==> config.mk <==
export PLATFORM = sky130hd
export DESIGN_NAME = rf_bank_req_queue
export DESIGN_NICKNAME = d
export VERILOG_FILES = /design/src/rtl/rf_bank_req_queue.sv
export SDC_FILE = /design/constraint.sdc
export NUM_CORES = 1
export LEC_CHECK = 0
export CORE_AREA = 5 5 212 214
export DETAILED_ROUTE_END_ITERATION = 8
export DIE_AREA = 0 0 217 219
export SLEW_MARGIN = 10
export SYNTH_ARGS = -nofsm -noshare
export SYNTH_HDL_FRONTEND = slang
export SYNTH_SLANG_ARGS = --single-unit
==> constraint.sdc <==
create_clock -name clk -period 11.2 [get_ports clk]
set_clock_uncertainty 0.2 [all_clocks]
set_input_delay 1.12 -clock clk [delete_from_list [all_inputs] [get_ports clk]]
set_output_delay 1.12 -clock clk [all_outputs]
set_load 0.005 [all_outputs]
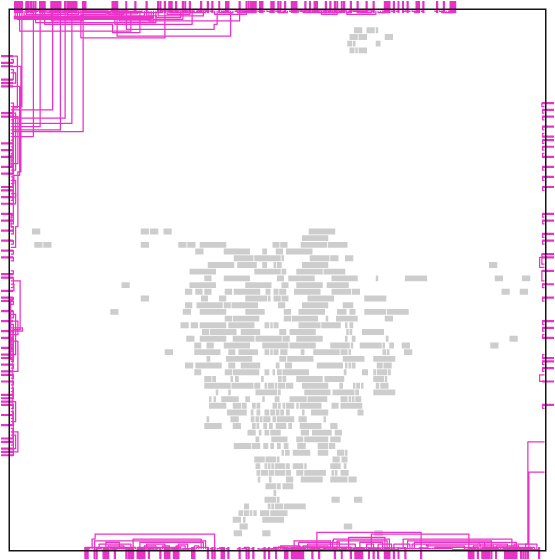
*Nets reached from selected ports*
Key: magenta = `rf_wdata` [bits 256, direction output, edge 91 top, 87 bottom, 50 left, 28 right, end cells 0, buffers 0, wire 3830 µm]
PortBufs: 39
I/O pin cnt: 552

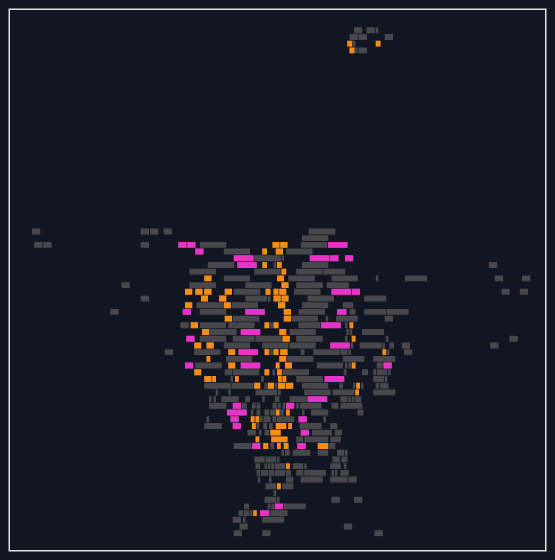
*Logic cells by family*
Key: orange = inverting AOI/OAI gates [cells 82, most used o2bb2ai_1]; magenta = multiplexers [cells 35, most used mux2i_1]
Comb/total area: 34.83%
Top cell excl fill/tap: edfxtp_1
Finished Layout Cells: 919

==> job_summary.md <==
### Flow metrics

| Metric | Value |
|---|---|
| Placed inst area | `a little over 5000 µm²` |
| Synth top cells by count | `buf_4 (257), edfxtp_1 (48), o2bb2ai_1 (36), nand2_1 (25), nor2_1 (24)` |
| Vias in the first global route | `approximately 3300` |
| CTS root buf | `clkbuf_16` |
| Post-route ant nets | `0` |
| Vias | `~3100` |
| First-pass GRT wire length | `22510 µm` |
| Post-CTS resize count | `0` |
| TNS Setup | `0 ns` |
| Share of cells above drive strength 1 | `12.33%` |
| Insertion delay at the late pin of the worst-skew pair | `about 0.33 ns` |
| Critical Path Start Type | `primary input` |
| CTS buffer count | `9` |
| H-tree Lvls | `3` |
| Status | `finished clean` |
| YS warnings | `0` |
| Setup Buffers After CTS | `0` |
| Critical path class | `in -> out` |
| Die Footprint | `between 40000 and 50000 µm²` |
| CP max stage cell | `clkdlybuf4s50_1` |
| Layout area overhead | `-9.753%` |
| Final Setup Violations | `0` |
| Cycle use final | `47.74%` |
| Yosys Chip Area | `5927 µm²` |
| # Cells Yosys | `588` |
| Synth Net Count | `880` |
| Main logic family | `buffers and inverters` |
| Yosys top cell area share | `~33%` |
| Post-synth regs | `72` |
| Ys flop type | `edfxtp_1` |
| Synth area leader | `buf_4` |
| Area fraction in and, or, nand and nor cells | `6.608%` |
| Aoi share | `10.39%` |
| Overflow after GRT | `0` |
| Syn Inst Count | `588` |
| CTS tree | `yes` |
| Tool warnings | `27` |
| N_diodes | `0` |
| RSZ-0062 raised after global routing | `no` |
| Final #Nets | `around 660` |
| MUX share of area | `8.909%` |
| Final Max Slew Viols | `0` |
| Worst EP required | `9.88 ns` |
| Slew HR | `27.09%` |
| Slowest stage delay, CP | `0.54 ns` |
| Hold path cells | `1` |
| Post-CTS Hold Buffers | `0` |
| Fin crit period | `5.347 ns` |
| Fmax achieved | `approximately 190 MHz` |
| Worst-Margin Slew | `1.084 ns` |
| CP endpoint kind | `primary output` |
| Max IR drop VDD | `around 0.00016 V` |
| Buffers & Inverters on Critical Path | `3` |
| Lkg Pwr | `1.720 nW` |
| Drt total wl | `15650 µm` |
| Initial antenna violation count | `0` |
| XOR-XNOR Cells, Area Fraction | `roughly 2.3%` |
| Power density cells | `285.5 nW/µm²` |
| Final hold violations | `0` |
| Fp util | `approximately 14%` |
| DR vias/cell | `3.388` |
| Worst R2R Setup Slack | `6.96 ns` |
| # DRC | `0` |
| Design area | `5349 µm²` |
| Post-synth seq share | `between 30% and 40%` |
| Post-DP HPWL | `12790 µm` |
| Die Y | `219 µm` |
| Crit-path leading delay family | `simple AND/OR/NAND/NOR gates` |
| # Max-Cap Violations | `0` |
| Mean Syn Cell Area | `10.08 µm²` |
| DRT Pass-1 Iters | `5` |
| Placeable Area | `between 40000 and 50000 µm²` |
| Maximum number of pins on one net before global-route repair | `19` |
| Maximum root-to-sink buffer count | `2` |
| Core Rows | `76` |
| CP arrival | `4.03 ns` |
| # clock sinks | `72` |
| Synth unique cells | `between 40 and 50` |
| EDFF count, synth | `48` |
| Biggest area cells | `buf_4 (33%), edfxtp_1 (24%), dfrtp_1 (6.8%)` |
| Fa+ha+maj area frac | `3.209%` |
| Crit path depth | `11` |
| Global placement routability congestion | `0.8009` |
| DR WL/cell | `17.02 µm` |
| Die Wd | `roughly 220 µm` |
| Clock-pin slew on the worst setup and hold paths | `0.06 ns` |
| Top-count cell post-synth | `buf_4` |
| Total GRT Usage | `6.288%` |
## cell type report
| class | instances | area [µm²] |
|---|---|---|
| fill | 4734 | 37350 |
| clock buffer | 10 | 229.0 |
| timing repair buffer | 42 | 412.9 |
| tap | 546 | 683.2 |
| clock inverter | 6 | 91.34 |
| multi-input combinational | 225 | 1863 |
| sequential | 72 | 2002 |
| inverter | 18 | 67.56 |
## per-layer routing
layer	GRT usage [%]	up-vias	part of all wire [%]
met5	0.8333	-	0.35
met4	2.444	2	2.4
met3	4.663	60	15
met2	9.615	275	46
met1	6.578	1439	36
li1	-	1338	-
## stage by stage
stage	setup WS [ns]	utilization (%)	std cells	hold WS [ns]	power, mW
detailed placement	5.870	11.78	903	0.2672	1.230
global route	5.677	12.53	919	0.3072	1.637
CTS	5.862	12.53	919	0.2749	1.543
global placement	5.931	11.78	903	0.2592	1.219
finish	5.853	12.53	919	0.2680	1.527
floorplan	7.087	-	588	0.2390	1.020
## placed cells by master (no fill, tap or decap), types with 2 or more instances in the layout
cell type	n
clkdlybuf4s50_1	39
xnor2_1	8
inv_6	2
inv_1	17
mux2_2	2
ha_1	12
nand2b_1	5
o211ai_2	2
buf_4	3
nor2_1	24
nor3_1	2
nor2b_1	2
o2bb2ai_1	36
o31ai_1	2
xor2_1	2
nand4_1	2
mux4_2	14
bufinv_16	2
edfxtp_1	48
mux2i_1	19
a31oi_1	2
dfxtp_1	8
clkbuf_16	9
nor3b_1	2
fa_1	2
nand3_1	9
dfrtp_1	16
and2_1	2
or2_2	2
a21oi_1	14
nand2_1	25
o22ai_1	15
o21ai_0	8
## report_power, final
group          internal [mW]  switching, mW  total, mW
logic                  0.354          0.448      0.802
registers              0.364         0.0465      0.411
clock network          0.197          0.117      0.314
total                  0.915          0.612       1.53
No activity file was given, so power comes from the tool's default toggle rates.
